Figure 1. Clock wiring as the flow saved it (run 1).
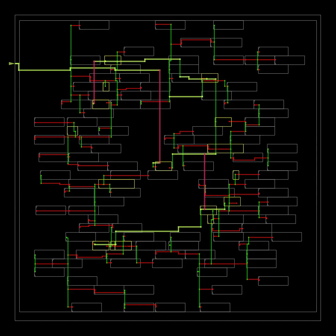
Figure 2. Routed clock nets over the placement (run 1).
Bar = 20 um.
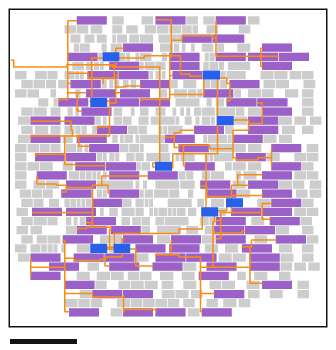
Figure 3. Routed metal per tile (run 1).
Bar = 20 um. 19 x 19 tiles, from white (low) to dark blue (high), scaled to the fullest tile. Values are wire area over tile area, all layers added.
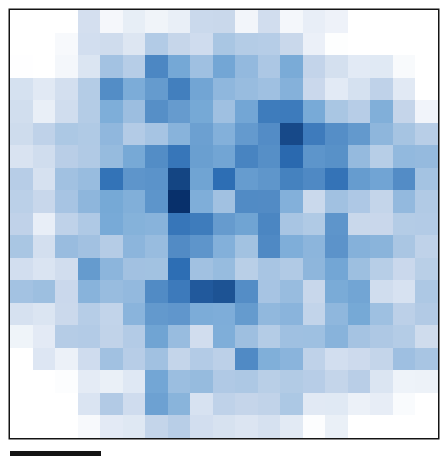
Figure 4. Close-up of the layout (run 1).
Window x 27 to 67, y 27 to 67 um. Cells in gray, sequential cells in the stronger gray; small squares are vias.
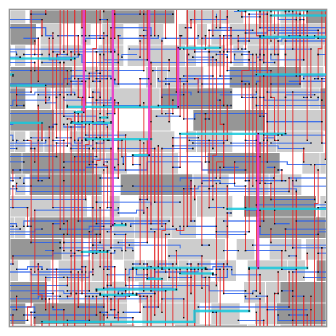
==> src/rtl/chunked_seq_adder_pkg.sv <==
// Shared types and elaboration-time helpers for the chunked sequential adder.
package chunked_seq_adder_pkg;

  typedef enum logic [1:0] {
    IDLE = 2'd0,
    RUN  = 2'd1,
    DONE = 2'd2
  } state_e;

  function automatic int chunk_count(input int width, input int chunk);
    return width / chunk;
  endfunction

  // Keep the slice index at least one bit wide so CHUNK==WIDTH still elaborates.
  function automatic int idx_width(input int nchunk);
    return (nchunk > 1) ? $clog2(nchunk) : 1;
  endfunction

endpackage

==> src/rtl/chunked_seq_adder_if.sv <==
// Operand/result handshake bundle for the chunked sequential adder.
interface chunked_seq_adder_if #(
  parameter int WIDTH = 32
) ();

  logic             in_valid;
  logic             in_ready;
  logic [WIDTH-1:0] a;
  logic [WIDTH-1:0] b;
  logic             cin;
  logic             sub;
  logic             out_valid;
  logic             out_ready;
  logic [WIDTH-1:0] sum;
  logic             cout;
  logic             ovf;

  modport master (
    output in_valid, a, b, cin, sub, out_ready,
    input  in_ready, out_valid, sum, cout, ovf
  );

  modport slave (
    input  in_valid, a, b, cin, sub, out_ready,
    output in_ready, out_valid, sum, cout, ovf
  );

endinterface

==> src/rtl/chunked_seq_adder_chunk_adder.sv <==
// Combinational CHUNK-bit ripple-carry slice, reused for every slice of an operation.
module chunked_seq_adder_chunk_adder #(
  parameter int CHUNK = 8
) (
  input  logic [CHUNK-1:0] a_i,
  input  logic [CHUNK-1:0] b_i,
  input  logic             cin_i,
  output logic [CHUNK-1:0] s_o,
  output logic             cout_o
);

  logic carry_s;

  // Bit-serial ripple through the slice.
  always_comb begin
    carry_s = cin_i;
    s_o     = '0;
    for (int i = 0; i < CHUNK; i++) begin
      s_o[i]  = a_i[i] ^ b_i[i] ^ carry_s;
      carry_s = (a_i[i] & b_i[i]) | (carry_s & (a_i[i] ^ b_i[i]));
    end
    cout_o = carry_s;
  end

endmodule

==> src/rtl/chunked_seq_adder.sv <==
// Multi-cycle adder/subtractor: adds CHUNK bits per clock, carrying between slices in a register.
module chunked_seq_adder
  import chunked_seq_adder_pkg::*;
#(
  parameter int WIDTH = 32,
  parameter int CHUNK = 8
) (
  input  logic                 clk,
  input  logic                 rst_n,
  chunked_seq_adder_if.slave   bus
);

  localparam int NCHUNK = chunk_count(WIDTH, CHUNK);
  localparam int IDXW   = idx_width(NCHUNK);
  typedef logic [IDXW-1:0] idx_t;
  localparam idx_t LAST_IDX = idx_t'(NCHUNK - 1);

  generate
    if ((CHUNK < 1) || (CHUNK > WIDTH) || ((WIDTH % CHUNK) != 0)) begin : g_bad_param
      $error("chunked_seq_adder: WIDTH must be a positive multiple of CHUNK");
    end
  endgenerate

  state_e           state_q, state_d;
  idx_t             idx_q, idx_d;
  logic             carry_q, carry_d;
  logic [WIDTH-1:0] a_q, a_d;
  logic [WIDTH-1:0] b_q, b_d;
  logic [WIDTH-1:0] sum_q, sum_d;
  logic             cout_q, cout_d;
  logic             ovf_q, ovf_d;
  logic             in_ready_q;
  logic             out_valid_q;

  logic [CHUNK-1:0] a_sl_s, b_sl_s, s_sl_s;
  logic             c_sl_s;

  // Select the operand slices addressed by the current index.
  always_comb begin
    a_sl_s = '0;
    b_sl_s = '0;
    for (int i = 0; i < NCHUNK; i++) begin
      a_sl_s = a_sl_s | ((idx_q == idx_t'(i)) ? a_q[i*CHUNK +: CHUNK] : {CHUNK{1'b0}});
      b_sl_s = b_sl_s | ((idx_q == idx_t'(i)) ? b_q[i*CHUNK +: CHUNK] : {CHUNK{1'b0}});
    end
  end

  chunked_seq_adder_chunk_adder #(.CHUNK(CHUNK)) u_chunk_adder (
    .a_i    (a_sl_s),
    .b_i    (b_sl_s),
    .cin_i  (carry_q),
    .s_o    (s_sl_s),
    .cout_o (c_sl_s)
  );

  // Next-state and datapath update; b is stored pre-inverted so RUN only ever adds.
  always_comb begin
    state_d = state_q;
    idx_d   = idx_q;
    carry_d = carry_q;
    a_d     = a_q;
    b_d     = b_q;
    sum_d   = sum_q;
    cout_d  = cout_q;
    ovf_d   = ovf_q;
    case (state_q)
      IDLE: begin
        if (bus.in_valid) begin
          a_d     = bus.a;
          b_d     = bus.sub ? ~bus.b : bus.b;
          carry_d = bus.sub ? 1'b1 : bus.cin;
          sum_d   = '0;
          idx_d   = '0;
          state_d = RUN;
        end else begin
          state_d = IDLE;
        end
      end
      RUN: begin
        for (int i = 0; i < NCHUNK; i++) begin
          sum_d[i*CHUNK +: CHUNK] = (idx_q == idx_t'(i)) ? s_sl_s : sum_q[i*CHUNK +: CHUNK];
        end
        carry_d = c_sl_s;
        if (idx_q == LAST_IDX) begin
          cout_d  = c_sl_s;
          ovf_d   = (a_q[WIDTH-1] == b_q[WIDTH-1]) && (s_sl_s[CHUNK-1] != a_q[WIDTH-1]);
          idx_d   = '0;
          state_d = DONE;
        end else begin
          idx_d   = idx_q + idx_t'(1);
        end
      end
      DONE: begin
        if (bus.out_ready) begin
          state_d = IDLE;
        end else begin
          state_d = DONE;
        end
      end
      default: begin
        state_d = IDLE;
      end
    endcase
  end

  // State, datapath and registered handshake outputs.
  always_ff @(posedge clk or negedge rst_n) begin
    if (!rst_n) begin
      state_q     <= IDLE;
      idx_q       <= '0;
      carry_q     <= 1'b0;
      a_q         <= '0;
      b_q         <= '0;
      sum_q       <= '0;
      cout_q      <= 1'b0;
      ovf_q       <= 1'b0;
      in_ready_q  <= 1'b1;
      out_valid_q <= 1'b0;
    end else begin
      state_q     <= state_d;
      idx_q       <= idx_d;
      carry_q     <= carry_d;
      a_q         <= a_d;
      b_q         <= b_d;
      sum_q       <= sum_d;
      cout_q      <= cout_d;
      ovf_q       <= ovf_d;
      in_ready_q  <= (state_d == IDLE);
      out_valid_q <= (state_d == DONE);
    end
  end

  assign bus.in_ready  = in_ready_q;
  assign bus.out_valid = out_valid_q;
  assign bus.sum       = sum_q;
  assign bus.cout      = cout_q;
  assign bus.ovf       = ovf_q;

endmodule

==> src/flat_wrapper.sv <==
// flat-port wrapper written by rule: the top's interface ports become plain ports
module chunked_seq_adder_flat import chunked_seq_adder_pkg::*;
#(
  parameter int WIDTH = 32,
  parameter int CHUNK = 8
)
  (clk, rst_n, bus_in_valid, bus_a, bus_b, bus_cin, bus_sub, bus_out_ready, bus_in_ready, bus_out_valid, bus_sum, bus_cout, bus_ovf);
  chunked_seq_adder_if #(.WIDTH(WIDTH)) bus_i ();
  input  logic clk;
  input  logic rst_n;
  input wire logic [$bits(bus_i.in_valid)-1:0] bus_in_valid;
  input wire logic [$bits(bus_i.a)-1:0] bus_a;
  input wire logic [$bits(bus_i.b)-1:0] bus_b;
  input wire logic [$bits(bus_i.cin)-1:0] bus_cin;
  input wire logic [$bits(bus_i.sub)-1:0] bus_sub;
  input wire logic [$bits(bus_i.out_ready)-1:0] bus_out_ready;
  output wire logic [$bits(bus_i.in_ready)-1:0] bus_in_ready;
  output wire logic [$bits(bus_i.out_valid)-1:0] bus_out_valid;
  output wire logic [$bits(bus_i.sum)-1:0] bus_sum;
  output wire logic [$bits(bus_i.cout)-1:0] bus_cout;
  output wire logic [$bits(bus_i.ovf)-1:0] bus_ovf;
  assign bus_i.in_valid = bus_in_valid;
  assign bus_i.a = bus_a;
  assign bus_i.b = bus_b;
  assign bus_i.cin = bus_cin;
  assign bus_i.sub = bus_sub;
  assign bus_i.out_ready = bus_out_ready;
  assign bus_in_ready = bus_i.in_ready;
  assign bus_out_valid = bus_i.out_valid;
  assign bus_sum = bus_i.sum;
  assign bus_cout = bus_i.cout;
  assign bus_ovf = bus_i.ovf;
  chunked_seq_adder #(.WIDTH(WIDTH), .CHUNK(CHUNK)) u_core (.clk(clk), .rst_n(rst_n), .bus(bus_i));
endmodule
==> config.mk <==
export PLATFORM = sky130hd
export DESIGN_NAME = chunked_seq_adder_flat
export DESIGN_NICKNAME = d
export VERILOG_FILES = /design/src/rtl/chunked_seq_adder_pkg.sv /design/src/rtl/chunked_seq_adder_if.sv /design/src/rtl/chunked_seq_adder_chunk_adder.sv /design/src/rtl/chunked_seq_adder.sv /design/src/flat_wrapper.sv
export SDC_FILE = /design/constraint.sdc
export NUM_CORES = 1
export LEC_CHECK = 0
export CAP_MARGIN = 20
export CORE_UTILIZATION = 57
export CTS_BUF_LIST = sky130_fd_sc_hd__clkbuf_8
export DETAILED_ROUTE_END_ITERATION = 10
export PLACE_DENSITY = 0.89
export SLEW_MARGIN = 40
export SYNTH_ARGS = -nofsm -noshare
export SYNTH_HDL_FRONTEND = slang
export SYNTH_SLANG_ARGS = --single-unit
==> constraint.sdc <==
create_clock -name clk -period 10.6 [get_ports clk]
set_clock_uncertainty 0.2 [all_clocks]
set_input_delay 2.12 -clock clk [delete_from_list [all_inputs] [get_ports clk]]
set_output_delay 2.12 -clock clk [all_outputs]
set_load 0.01 [all_outputs]
==> impl.org, run 1 <==
#+TITLE: Physical design notes

** Synth
- Cell area after synthesis :: 4840 um2
- In the synthesis report, Yosys lists the chip area as 4840 um2.
- Number of nets produced by synthesis :: 475
- Proportion of synthesized chip area in sequential cells :: 54.3%
- Count of cell types in the netlist :: 31
- The top cell type by area accounts for 53.7% of the synthesized area.
- Per the synthesis report, the dominant area consumer among library cells is sky130_fd_sc_hd__dfrtp_1.
- Counting every instance in the synthesized netlist gives 393.
- Avg Inst Size Synth :: 12.3 um2
- Yosys synthesis warning count :: 0
- Flops out of synthesis :: 105
- In the Yosys report the total cell count is 393.

** Layout
- The area taken by sequential standard cells is reported as 2630 um2.
- Non-clock inverter total of the final layout :: 4
- The layout contains a multi-input combinational cell count of 259.
- At the end of the flow the core is filled with cells to 74.7%.
- Per the cell usage report, the commonest logic cell in the layout is sky130_fd_sc_hd__dfrtp_1.
- According to the finish report, the design has a final net count of 568.
- The number of antenna diodes in the final layout is 0.
- Area delta synth->final :: 26.7%
- The layout report lists the multi-input gate area as 2090 um2.
- Per the final layout report, the fraction of cells sized above drive strength 1 comes to 17.9%.
- After layout the signal buffers, clock cells excluded, come to 17.3% of cell area.
- Per the layout area report, the sequential fraction of cell area is 42.8%.
- Filler instances :: 543
- Counting plain and timing-repair buffers in the layout gives 107.
- The layout report lists the clock-cell share of area as 3.44%.
- Dominant kind of cell by area :: flip-flops and latches
- Per the cell usage report, the commonest logic cells after layout are sky130_fd_sc_hd__dfrtp_1, sky130_fd_sc_hd__clkdlybuf4s50_1, sky130_fd_sc_hd__mux2_2.
- Combinational share of cell area :: 34.0%

** Routing
- Highest signal layer in the routed design :: met4
- Number of nets with antenna violations after routing :: 0
- After detailed routing, the total wire length is 10600 um.
- Routed met1 length :: 4540 um
- Met3 Routed Length :: 565 um
- Router iterations before antenna repair :: 4
- The routed layout has 3396 vias.
- Remaining routing DRC violations :: 0
- Wire segments on met2 add up to 5410 um in the final route.
- Detail-routed net length per standard cell :: 17.8 um
- Using the TritonRoute via totals, the vias-per-cell ratio works out to 5.70.
- First-iteration detailed-routing DRC count :: 183

** Critical path
- Crit Path Max Fanout :: 17
- Endpoint kind of the worst setup timing path :: register
- The cell sequence reported for the critical path is inv_1 > ha_1 > a22oi_1 > nand2_1 > fa_1 > fa_1 > fa_1 > fa_1 > fa_1 > fa_1 > inv_1 > fa_1 > inv_1 > fa_1 > and2_1 > mux2_1.
- In this design, the critical path's most frequently occurring cell is sky130_fd_sc_hd__fa_1.
- Critical path type :: reg2reg
- Data arrival time at the worst-slack endpoint :: 5410 ps
- The setup check on the worst reg-to-reg path leaves a slack of 5230 ps.
- For this design, the slowest cell found on the critical path is sky130_fd_sc_hd__fa_1.
- Largest stage delay on the critical path :: 480 ps
- Required time at the worst-slack endpoint :: 10650 ps

** Clock tree
- CTS clock-pin slew for the worst setup and hold paths :: 100 ps
- Cts-stage hold buffer count :: 0
- The cell sitting at the root of the clock tree is a sky130_fd_sc_hd__clkbuf_8.
- Counting along the longest clock path gives a buffer depth of 2.
- Cts repair resizes :: 0
- TritonCTS built the clock tree.
- In this run the number of H-tree levels came out at 3.
- Post-CTS timing repair inserted 0 buffers for setup.
- According to the CTS report, the clock sink count is 105.

** Floorplanning
- The design received a total of 105 well taps at floorplan.
- Chip footprint :: 8870 um2
- Die W :: 94.2 um
- Core area :: 8220 um2
- Number of rows created at floorplan :: 33
- The vertical die dimension reported for this design is 94.2 um.
- At the floorplan stage, the core utilization is reported as 59.0%.
- Io pins :: 106

** STA
- Slack of the critical path :: 5230 ps
- Unrepaired setup endpoints after global routing :: no
- At the pin with the least slew margin, the transition time is 746 ps.
- For reference, the final report shows the hold violation count at 0.
- Total count of max-transition violations in the final report :: 0
- Summed negative setup slack over all endpoints :: 0 ps
- FMAX :: 186 MHz
- Final worst-path cycle share :: 50.6%
- Worst hold margin :: 297 ps
- In the final report, the number of endpoints failing setup comes to 0.
- Post-route minimum period :: 5370 ps
- Measured against its own limit, the worst slew margin works out to 50.3%.

** Power and ir drop
- Total power normalized to cell area comes to 341 nW/um2.
- Largest vdd supply drop :: 0.142 mV
- Total power consumption of the routed design :: 0.00210 W

** Run status
- Status :: finished clean

** Min path
- The worst hold path belongs to the class reg2reg.

** GRT
- met3 track demand over resource after global routing is 3.96%.
- The first global-routing pass estimated 17100 um of wire.
- Pin count of the biggest net entering global routing :: 97
- Layer with the highest usage after global routing :: met2
- Aggregate global routing overflow :: 0
- Met1 routing resource usage after global routing :: 34.5%
- Total global routing track utilization :: 25.8%
- In the global route stage, met2 resource usage came out at 42.6%.
- Antenna violations before repair :: 0
- Via count of the first global-routing pass :: 3353

** Placement
- OpenSTA, run right after detailed placement, puts the worst setup slack at 5300 ps.
- As logged by OpenROAD, the buffers inserted on ports number 105.
- The congestion estimate from routability-driven global placement came to 0.873.
- Detail Placement HPWL :: 7830 um

** Job
- Across all stage logs, warnings added up to 29.
- Maximum Capacitance Violations :: 0
About Figure 1:
number of buffers added by the clock tree synthesis step: 9
clock latency on the worst-skew pair: 360 ps
sequential cell count: 105
power consumed by the clock network: 0.000261 W
tally of clock buffers in the finished layout: 9

About Figure 2:
Key: purple = flip-flops [count 105]; orange = clock wires [length 1060 um]; blue = clock-net drivers [count 9]
Position of the flops: widely spread.

About Figure 3:
The fullest tile reaches 0.57. 21% of the tiles are over half the peak. The densest ninth of the die: center. 9.4% of the tiles are nearly empty. The mean over all tiles is 0.19. The emptiest ninth of the die: lower left.

About Figure 4:
Key: blue = M1; magenta = M4; cyan = M3; red = M2
Netlist names of flops here include u_core.b_q (9), u_core.a_q (4), u_core.bus.sum (3). Most frequent: a22oi_1 (26), nand2_1 (20), dfrtp_1 (19). Sequential cells in the window: 19. 125 logic cells have their middle in the window.

-- run 1: cells by family (layout without fill, tap and decap cells) --
kind of cell | count (synthesis) | in the layout | synth area share, %
adder cells (fa/ha/maj) | 12 | 12 | 4.34
AND-OR/OR-AND | 79 | 79 | 11.2
AND/OR/NAND/NOR | 71 | 71 | 6.53
flip-flops | 105 | 105 | 54.3
multiplexers | 65 | 65 | 15.1
XOR/XNOR | 32 | 32 | 5.79
buffers and inverters | 29 | 127 | 2.76
-- run 1: sequential cells by signal (all words and copies together) (netlist names) --
register	flops
u_core.a_q	32
u_core.b_q	32
u_core.bus.sum	32
u_core.idx_q	2
u_core.state_q	2
u_core.bus.cout	1
u_core.bus.in_ready	1
u_core.bus.out_valid	1
u_core.bus.ovf	1
u_core.carry_q	1
-- run 1: Yosys cell counts --
library cell,n
sky130_fd_sc_hd__fa_1,8
sky130_fd_sc_hd__and2_1,7
sky130_fd_sc_hd__a21oi_4,4
sky130_fd_sc_hd__nor3_1,1
sky130_fd_sc_hd__mux2_1,3
sky130_fd_sc_hd__mux2_2,62
sky130_fd_sc_hd__xnor2_1,32
sky130_fd_sc_hd__o21bai_1,1
sky130_fd_sc_hd__a221oi_1,2
sky130_fd_sc_hd__nand2_1,20
sky130_fd_sc_hd__nand2b_1,4
sky130_fd_sc_hd__nor3b_2,1
sky130_fd_sc_hd__nor3b_1,1
sky130_fd_sc_hd__a22o_1,3
sky130_fd_sc_hd__a21oi_1,35
sky130_fd_sc_hd__inv_1,4
sky130_fd_sc_hd__buf_2,11
sky130_fd_sc_hd__nor2b_1,2
sky130_fd_sc_hd__o221a_2,1
sky130_fd_sc_hd__buf_1,1
sky130_fd_sc_hd__dfstp_2,1
sky130_fd_sc_hd__o21ai_0,3
sky130_fd_sc_hd__dfrtp_1,104
sky130_fd_sc_hd__nor2_1,34
sky130_fd_sc_hd__o21a_1,1
sky130_fd_sc_hd__a22oi_1,28
sky130_fd_sc_hd__o31ai_1,1
sky130_fd_sc_hd__nand3b_1,1
sky130_fd_sc_hd__buf_4,3
sky130_fd_sc_hd__clkbuf_1,10
sky130_fd_sc_hd__ha_1,4
-- run 1: worst paths after layout --
kind | from | to | depth (start not counted)
min in group asynchronous | rst_n | u_core.a_q[18] | 1
max | u_core.idx_q[0] | u_core.bus.sum[31] | 16
max reg2reg | u_core.idx_q[0] | u_core.bus.sum[31] | 16
min reg2reg | u_core.bus.sum[18] | u_core.bus.sum[18] | 1
min | u_core.bus.sum[18] | u_core.bus.sum[18] | 1
max in group asynchronous | rst_n | u_core.bus.sum[21] | 2
-- run 1: through the flow --
stage                     area, um2  std cells
after detailed placement       5930        580
final                          6140        596
after floorplan                4840        393
after CTS                      6140        596
after global placement         5920        580
after global routing           6140        596
-- run 1: critical path, delay by kind of cell, from the launching register on --
family / cells / cell delay [ps]
multiplexers: 1 / 310
flip-flops: 1 / 440
adder cells (fa/ha/maj): 9 / 3480
buffers and inverters: 3 / 220
AND-OR/OR-AND: 1 / 290
AND/OR/NAND/NOR: 2 / 300
-- run 1: where the power goes --
group	internal [W]	switching (W)
Sequential	0.000604	0.000145
Clock	0.000131	0.000130
Combinational	0.000556	0.000530
==> run 2: changes to the inputs <==
--- a/config.mk
+++ b/config.mk
@@ -6,10 +6,10 @@
 export NUM_CORES = 1
 export LEC_CHECK = 0
 export CAP_MARGIN = 20
-export CORE_UTILIZATION = 57
+export CORE_UTILIZATION = 47
 export CTS_BUF_LIST = sky130_fd_sc_hd__clkbuf_8
 export DETAILED_ROUTE_END_ITERATION = 10
-export PLACE_DENSITY = 0.89
+export PLACE_DENSITY = 0.78
 export SLEW_MARGIN = 40
 export SYNTH_ARGS = -nofsm -noshare
 export SYNTH_HDL_FRONTEND = slang
==> constraint.sdc (replaced) <==
create_clock -name clk -period 4.3 [get_ports clk]
set_clock_uncertainty 0.2 [all_clocks]
set_input_delay 0.86 -clock clk [delete_from_list [all_inputs] [get_ports clk]]
set_output_delay 0.86 -clock clk [all_outputs]
set_load 0.01 [all_outputs]
Figure 5. M3 wires (run 2).
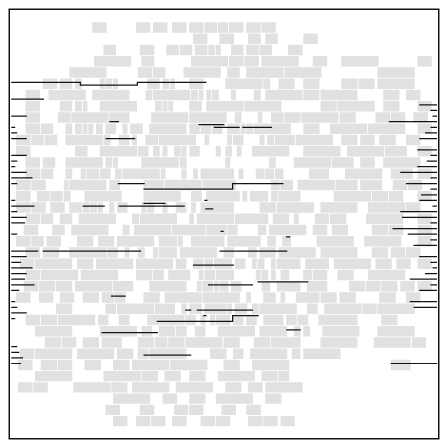
The wires run mostly horizontal. 86 nets have wire on it. The layer holds 5.1% of the routed length. The longest straight run is 23.5 um. The layer carries 526 um of wire.

Figure 6. Routed metal per tile (run 2).
Bar = 20 um. 21 x 21 tiles, from white (low) to dark blue (high), scaled to the fullest tile. Values are wire area over tile area, all layers added.
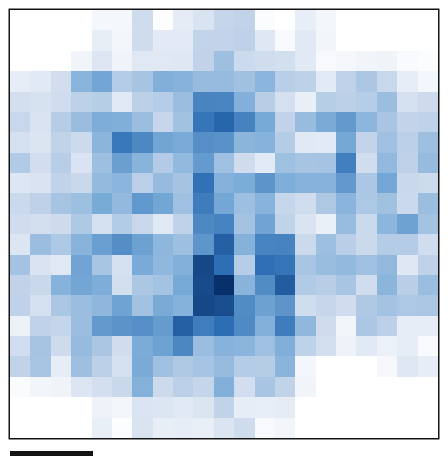
number of vias in the routed layout: 3324
detail-routed net length per standard cell: 16.4 um
final routed wirelength across all metal layers: 10400 um

Figure 7. Routed clock nets over the placement (run 2).
Bar = 20 um.
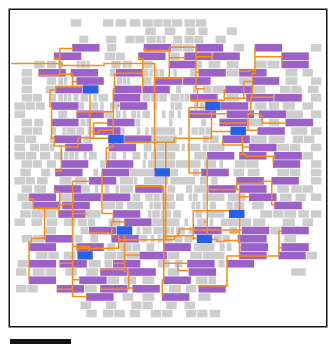
Key: blue = clock-net drivers [count 9]; purple = flip-flops [count 105]; orange = clock wires [length 1180 um]
Position of the flops: widely spread. There are 10 routed clock nets.

==> run 2 against run 1 <==
Compared with the run above: the flow now finishes with violations (setup timing); power grew to 2.6 times the previous value; register-to-register slack lost 5600 ps; via count shrank 2.1%; sequential power grew 140%; clock power grew 120%; sequential cell count is the same; cell area grew 3.2%; count of clock-buffer cells in the layout grew 1; global-route usage shrank 5.1 points; first-iteration DRC count shrank 22%; synthesized area is the same; largest cell class unchanged.
==> impl.org, run 2 <==
#+TITLE: Physical design notes

** STA
- Per the final timing report, the hold violations number 0.
- The end-of-flow timing check tallies setup violations at 7.
- Unrepaired setup endpoints after global routing :: yes
- In the final report, the number of pins over their slew limit comes to 0.
- The transition time recorded at the tightest slew-check pin is 709 ps.
- FMAX :: 217 MHz
- The slew check shows that the tightest pin keeps a relative margin of 52.7%.
- Across all setup checks in the final design, the least slack found is -315 ps.
- Final worst-path cycle share :: 107%
- For the finished layout, the period the worst path requires is 4620 ps.

** Run status
- Failing checks :: setup timing
- Status :: finished with violations

** Min path
- For hold timing, the worst endpoint is u_core.bus.sum[28].
- Min-delay worst type :: reg2reg
- Hold path cells :: 1
- Looking at hold timing, the worst path starts from u_core.bus.sum[28].

** Power and ir drop
- Proportion of power drawn by combinational gates :: 55.5%
- In this run the power density over the cells is 851 nW/um2.
- The switching component of the power was reported as 0.00209 W.
- Clock Power Share :: 10.8%
- Cell-internal power :: 0.00331 W
- Total power consumption of the routed design :: 0.00539 W

** Critical path
- The critical path is of the reg2reg type.
- Required time at the worst-slack endpoint :: 4360 ps
- Crit Path Max Fanout :: 4
- The worst setup path is captured at a register.
- The capture point of the worst register-to-register path is recorded as u_core.bus.sum[31].
- The worst register-to-register path has a depth of 16.
- Startpoint of the lowest-slack register-to-register path :: u_core.idx_q[1]
- Data arrival time at the worst-slack endpoint :: 4680 ps
- According to the timing report, the critical path is launched from u_core.idx_q[1].
- Worst-path cell chain :: inv_2 > ha_4 > a22oi_2 > nand2_2 > fa_2 > fa_2 > fa_2 > fa_2 > fa_2 > fa_2 > inv_2 > fa_2 > inv_2 > fa_2 > and2_4 > mux2_4

** Layout
- Most common logic cells in the final layout :: sky130_fd_sc_hd__dfrtp_1, sky130_fd_sc_hd__clkdlybuf4s50_1, sky130_fd_sc_hd__mux2_2
- From synthesis to final layout, the design area changed by 30.8%.
- The layout summary lists the proportion of cells stronger than drive strength 1 as 24.6%.
- Final antenna diode count :: 0
- The multi-input combinational cells in the finished layout cover a total of 2200 um2.

** Clock tree
- In this run the deepest clock path goes through 2 buffers.
- Clock latency on the worst-skew pair :: 370 ps
- CTS clock-pin slew for the worst setup and hold paths :: 100 ps
- Clock tree from TritonCTS :: built
- Looking at the clock tree report, the root buffer type is sky130_fd_sc_hd__clkbuf_8.
- H-tree depth reported by CTS :: 3
- Clock Sink Count :: 105

** Routing
- Once detail routing completed, the nets flagged for antenna violations numbered 0.
- In this run, the number of DRC markers left after iteration 0 of detailed routing was 143.

** Synth
- Post-Synth AOI/OAI Area :: 11.2%
- Among the non-sequential cells, multiplexers take the most area.
- Synthesis inferred 105 register bits.
- Ranked by instance count, the synthesized netlist is headed by sky130_fd_sc_hd__dfrtp_1, sky130_fd_sc_hd__mux2_2, sky130_fd_sc_hd__a21oi_1.
- The commonest register cell is sky130_fd_sc_hd__dfrtp_1.
- Synthesis handed over a netlist of 393 instances.
- Cell type with the highest aggregate area in the netlist :: sky130_fd_sc_hd__dfrtp_1
- Count of cell types in the netlist :: 31
- And+or+nand+nor area frac :: 6.53%
- In the synthesis report, Yosys lists the chip area as 4840 um2.
- Count of library flops with an enable pin :: 0
- Cell with the most instances after synthesis :: sky130_fd_sc_hd__dfrtp_1

** Job
- Warnings raised by the tools during the run amount to 32.

** Floorplanning
- For reference, the placement row count at floorplan is 36.
- At the floorplan stage, the core utilization is reported as 49.1%.
- Die height :: 104 um
- For this design the top-level I/O count stands at 106.

** Placement
- At the end of routability-driven placement, the weighted congestion stood at 0.801.

** GRT
- For this run the aggregate overflow at the end of global routing stands at 0.
- Global routing consumed, over all layers together, 20.8% of the routing resources.
- Via count of the first global-routing pass :: 3401
## run 2: netlist changes by cell type in the layout (fill, tap and decap cells not counted), moves of 4 or more
| cell | change |
|---|---|
| sky130_fd_sc_hd__a22oi_1 | -4 |
| sky130_fd_sc_hd__a22oi_2 | +4 |
| sky130_fd_sc_hd__buf_4 | +7 |
| sky130_fd_sc_hd__fa_1 | -8 |
| sky130_fd_sc_hd__fa_2 | +8 |
| sky130_fd_sc_hd__ha_1 | -4 |
| sky130_fd_sc_hd__inv_1 | -5 |
| sky130_fd_sc_hd__inv_2 | +4 |
| sky130_fd_sc_hd__mux2_2 | -5 |
| sky130_fd_sc_hd__mux2_4 | +6 |
## run 2: logic make-up after synthesis
logic type	count (synthesis)
adders and majority gates	12
and+or+nand+nor	71
DFF	105
AOI/OAI and AO/OA	79
buffers and inverters	29
muxes	65
xor gates and xnor gates	32
## run 2: power by group through the flow
stage,sequential [W],clock [W],combinational (W)
after floorplan,0.00178,0,0.00194
after global placement,0.00182,0,0.00271
after detailed placement,0.00183,0,0.00284
after CTS,0.00181,0.000600,0.00289
after global routing,0.00188,0.000640,0.00334
final,0.00182,0.000582,0.00299
## run 2: layout make-up
cell class	count	area share [%]
Sequential cell	105	41.5
Multi-Input combinational cell	259	34.7
Timing Repair Buffer	115	18.0
Tap cell	133	2.63
Inverter	4	0.237
Clock buffer	10	2.17
Clock inverter	6	0.790
## run 2: worst register-to-register path, delay by kind of cell, from the launching register on
family          cells  cell delay (ps)
fa+ha+maj           9             2930
flops               1              460
simple gates        2              260
mux                 1              250
compound gates      1              210
buf+inv             3              200
## run 2: how the worst max path moves through the flow
stage | endpoint | slack, ps
floorplan | u_core.bus.sum[31] | -360
global placement | u_core.bus.sum[31] | -230
detailed placement | u_core.bus.sum[31] | -410
CTS | u_core.bus.sum[31] | -330
global route | u_core.bus.ovf | -450
finish | u_core.bus.sum[31] | -320
## run 2: repair_timing
action,CTS,global route
gates resized,4,12
buffers inserted,1,0
gates cloned,0,0
pin swaps,5,3
setup endpoints to repair,11,11
## run 2: layer usage
layer / vias up / track usage [%] / wire (um)
met1: 1638 / 28.1 / 4720
li1: 1560 / - / -
met3: 13 / 4.78 / 526
met5: - / 0 / 0
met4: 0 / 6.11 / 134
met2: 113 / 33.4 / 4970
## run 2: per-stage QoR
step | setup slack (ps) | cells | hold slack (ps) | area (um2) | util [%]
floorplan | -355 | 393 | 281 | 4970 | -
global placement | -229 | 615 | 272 | 6070 | 61.6
CTS | -333 | 632 | 305 | 6290 | 63.7
finish | -315 | 632 | 301 | 6340 | 64.3
detailed placement | -408 | 615 | 281 | 6080 | 61.6
global route | -451 | 632 | 332 | 6340 | 64.3
==> run 3: changes to the inputs <==
--- a/config.mk
+++ b/config.mk
@@ -6,11 +6,13 @@
 export NUM_CORES = 1
 export LEC_CHECK = 0
 export CAP_MARGIN = 20
-export CORE_UTILIZATION = 47
+export CORE_UTILIZATION = 48
 export CTS_BUF_LIST = sky130_fd_sc_hd__clkbuf_8
 export DETAILED_ROUTE_END_ITERATION = 10
-export PLACE_DENSITY = 0.78
-export SLEW_MARGIN = 40
+export PLACE_DENSITY = 0.79
+export REMOVE_ABC_BUFFERS = 1
+export SLEW_MARGIN = 0
 export SYNTH_ARGS = -nofsm -noshare
 export SYNTH_HDL_FRONTEND = slang
+export SYNTH_HIERARCHICAL = 1
 export SYNTH_SLANG_ARGS = --single-unit
Figure 8. Close-up of the layout (run 3).
Window x 32 to 72, y 32 to 72 um. Cells in gray, sequential cells in the stronger gray; small squares are vias.
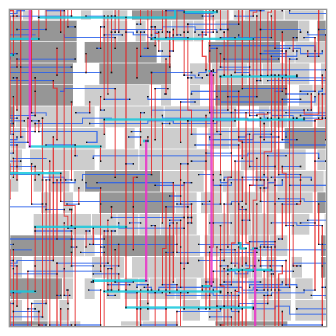

Figure 9. M3 wires (run 3).
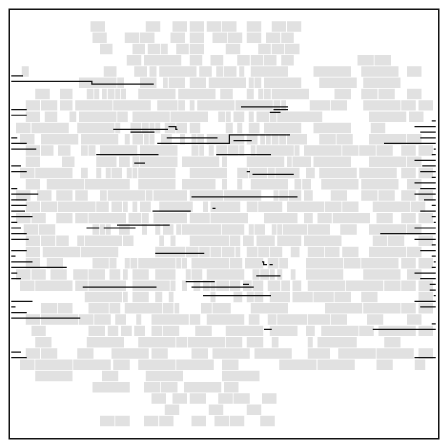
final routed wirelength across all metal layers: 10500 um
number of vias in the routed layout: 3438

Figure 10. Routed metal per tile (run 3).
Bar = 20 um. 21 x 21 tiles, from white (low) to dark blue (high), scaled to the fullest tile. Values are wire area over tile area, all layers added.
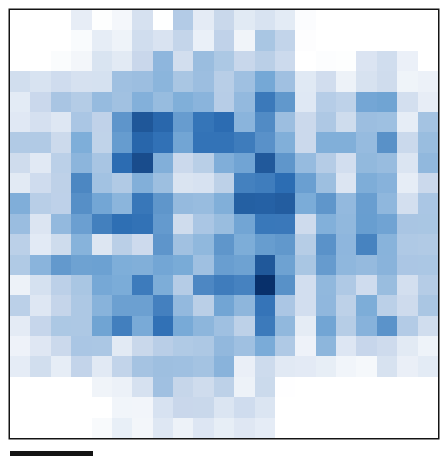
The emptiest ninth of the die: lower right. 19% of the tiles are over half the peak. 15% of the tiles are nearly empty. The fullest tile reaches 0.50.

==> run 3 against run 2 <==
Compared with the run above: the flow still finishes with violations (setup timing); highest routed layer unchanged; die size down 0.53%; largest power group unchanged; largest cell class unchanged; sequential cell count unchanged; final cell count up 2.4%.
==> impl.org, run 3 <==
#+TITLE: Physical design notes

** Synth
- Summing every instance area after synthesis gives 4920 um2.
- Xor/xnor cell area share of the yosys netlist :: 5.70%
- Avg Inst Size Synth :: 12.2 um2
- Count of cell types in the netlist :: 27
- Post-Synth AOI/OAI Area :: 10.8%
- Per the synthesis report, the adder-cell share of the synthesized area is 4.53%.
- Counting flops with a built-in enable in the synthesized netlist gives 0.
- Main kind of combinational logic by area :: multiplexers
- Top cells by count :: sky130_fd_sc_hd__dfrtp_1, sky130_fd_sc_hd__mux2_2, sky130_fd_sc_hd__nor2_1
- The synthesized design devotes to its leading area cell type 52.9% of total area.
- Proportion of synthesized chip area in sequential cells :: 53.4%
- In the synthesized netlist the async set-or-reset flop fraction comes to 100%.
- Yosys synthesis warning count :: 6
- Dominant flop cell :: sky130_fd_sc_hd__dfrtp_1
- Summed standard-cell area reported by yosys :: 4920 um2
- Of the post-synthesis cell area, the part taken by muxes is 14.9%.
- The synthesized design spends more area on one cell type than any other, namely sky130_fd_sc_hd__dfrtp_1.
- Flops out of synthesis :: 105

** Power and ir drop
- Per report_power, the clock group accounts for 11.9% of the total.
- Net switching power :: 0.00210 W
- Cell-internal power :: 0.00345 W
- The flow reported a cell area power density of 865 nW/um2.
- Largest vdd supply drop :: 0.374 mV
- Of the total power, the share spent switching nets is 37.9%.
- Proportion of power drawn by combinational gates :: 55.3%

** Placement
- Area after detailed placement :: 6080 um2
- Cell Count Post-Placement :: 628
- Placer's final routability congestion estimate :: 0.809
- As logged by OpenROAD, the buffers inserted on ports number 105.
- Detail Placement HPWL :: 7790 um
- Prior to clock tree synthesis, the placed netlist has a worst setup slack of -595 ps.

** Layout
- The area taken by multi-input combinational cells is reported as 2190 um2.
- At the end of the flow, the number of nets in the layout was 592.
- The final report gives the standard cell area, fillers excluded, as 6420 um2.
- Filler instances :: 748
- Fraction of final layout cells with drive strength greater than 1 :: 24.5%
- Area delta synth->final :: 30.5%
- Final antenna diode count :: 0
- Most used logic cell in the final layout :: sky130_fd_sc_hd__clkdlybuf4s50_1
- Per the layout area report, the register area comes to 2630 um2.
- Final Instance Count excl. Fillers :: 647
- Most common logic cells in the final layout :: sky130_fd_sc_hd__clkdlybuf4s50_1, sky130_fd_sc_hd__dfrtp_1, sky130_fd_sc_hd__mux2_2

** STA
- Setup slack on the critical path of the routed design comes to -281 ps.
- The most critical hold endpoint after final layout shows a slack of 285 ps.
- Actual transition at the worst max-transition pin :: 902 ps
- Counting I/O delays and the setup requirement, the final critical path takes 4580 ps.
- Summed negative setup slack over all endpoints :: -945 ps
- Unrepaired setup endpoints after global routing :: yes
- In the final report, the number of endpoints failing setup comes to 5.
- The slew check shows that the tightest pin keeps a relative margin of 39.9%.
- Hold-check failures listed in the final report amount to 0.
- The final critical path takes up 107% of the cycle.
- Static timing analysis puts the maximum clock frequency at 218 MHz.

** Critical path
- Looking at the critical path, the single cell with the biggest stage delay is sky130_fd_sc_hd__dfrtp_2.
- Most frequent CP cell :: sky130_fd_sc_hd__fa_2
- Critical path type :: reg2reg
- The worst setup path is captured at a register.
- Worst-path cell chain :: inv_4 > ha_4 > a22oi_2 > nand2_2 > fa_2 > inv_2 > fa_1 > inv_1 > fa_2 > fa_2 > fa_2 > fa_2 > fa_2 > inv_2 > fa_1 > inv_2 > and3b_1 > a21oi_1 > o21ai_1
- Crit Path Max Fanout :: 4
- Required time at the worst-slack endpoint :: 4340 ps
- Largest stage delay on the critical path :: 450 ps

** Run status
- The flow ran to the end, but the final reports show violations.
- The checks that failed: setup timing.

** Floorplanning
- During I/O placement, the number of pins put on the boundary was 106.
- Die height :: 103 um
- Core area :: 9860 um2
- Die W :: 103 um
- Number of rows created at floorplan :: 36
- Init Core Util :: 49.9%
- After floorplanning, the die was sized to cover 10700 um2.

** GRT
- Total global routing track utilization :: 21.8%
- The first global-routing pass estimated 17300 um of wire.
- The number of global-route vias before repair is 3523.
- Entering global routing, the biggest net connects 97 pins.
- Per the GRT congestion report, total overflow comes to 0.
- The number of antenna violations at the first check in global routing came to 0.

** Clock tree
- The tree is rooted in a sky130_fd_sc_hd__clkbuf_8.
- For this design, the sink count on the clock tree is 105.
- CTS clock-pin slew for the worst setup and hold paths :: 90 ps
- Cts-stage hold buffer count :: 0
- Number of buffers added by the clock tree synthesis step :: 9
- TritonCTS built the clock tree.
- As reported, the later end of the worst-skew pair has a clock insertion delay of 360 ps.
- Maximum clock insertion buffer count :: 2

** Routing
- The first TritonRoute pass finished after 5 iterations.
- The count of nets left with antenna violations once routing finished came out at 0.
- Remaining routing DRC violations :: 0
- For this block, the initial DRC count from the detailed router was 162.

** Job
- Maximum Capacitance Violations :: 0
- The stage logs contain a warning count of 31.

** Min path
- Min-delay worst type :: in2async
==> run 3: cell count changes after synthesis, sizes merged, moves of 2 or more <==
| cell | before | now |
|---|---|---|
| inv | 4 | 13 |
| a22oi | 28 | 33 |
| a221oi | 2 | 0 |
| buf | 15 | 17 |
| nor2 | 34 | 36 |
==> run 3: kinds of logic (layout without fill, tap and decap cells) <==
family / after synthesis / in the layout
AND-OR/OR-AND: 78 / 78
AND/OR/NAND/NOR: 73 / 73
buffers and inverters: 39 / 148
multiplexers: 65 / 65
adder cells (fa/ha/maj): 13 / 13
flip-flops: 105 / 105
XOR/XNOR: 32 / 32
==> run 3: worst paths after layout <==
| check | from | to | slack [ps] | cells past startpoint |
|---|---|---|---|---|
| hold reg to reg | u_core/bus.sum[17] | u_core/bus.sum[17] | 320 | 1 |
| min in group clk | u_core/bus.sum[17] | u_core/bus.sum[17] | 320 | 1 |
| max in group asynchronous | rst_n | u_core/idx_q[1] | 2760 | 2 |
| setup / recovery | u_core/idx_q[0] | u_core/bus.ovf | -280 | 19 |
| hold / removal | rst_n | u_core/bus.sum[1] | 280 | 1 |
| setup reg to reg | u_core/idx_q[0] | u_core/bus.ovf | -280 | 19 |
==> run 3: routing by layer <==
metal | part of all wire, % | GRT usage [%] | wire length [um] | vias to the layer above
met5 | 0 | 0 | 0 | -
met4 | 0.87 | 5.63 | 91 | 0
met3 | 5.1 | 5.24 | 535 | 8
met2 | 53 | 39.0 | 5540 | 124
met1 | 41 | 26.5 | 4350 | 1720
li1 | - | - | - | 1586
==> run 3: area by class of cell <==
class / instances / area share, %
timing repair buffer: 119 / 18.1
sequential: 105 / 41.0
clock buffer: 10 / 2.14
tap: 133 / 2.59
multi-input combinational: 261 / 34.1
clock inverter: 6 / 1.29
inverter: 13 / 0.799
==> run 3: power groups by stage <==
stage | Clock (W) | Combinational [W] | Sequential (W)
floorplan | 0 | 0.00175 | 0.00180
global placement | 0 | 0.00274 | 0.00181
detailed placement | 0 | 0.00286 | 0.00183
CTS | 0.000678 | 0.00306 | 0.00182
global route | 0.000712 | 0.00339 | 0.00188
finish | 0.000659 | 0.00307 | 0.00182
==> run 3: critical path: cells and delay by family, from the launching register on <==
family          cells  cell delay, ps
flops               1             450
buf+inv             5             320
simple gates        2             270
fa+ha+maj           9            2850
compound gates      3             390
==> run 3: per-stage QoR <==
| stage | total power (W) | utilization (%) |
|---|---|---|
| final | 0.00556 | 65.1 |
| after global routing | 0.00598 | 65.1 |
| after CTS | 0.00556 | 65.0 |
| after detailed placement | 0.00469 | 61.6 |
| after global placement | 0.00455 | 61.6 |
| after floorplan | 0.00355 | - |
==> run 3: repair_timing <==
item,in CTS,in global routing
endpoints found under the setup margin,11,11
resized,28,4
buffers inserted,3,0
pin swaps,3,2
No activity file was given, so power comes from the tool's default toggle rates.
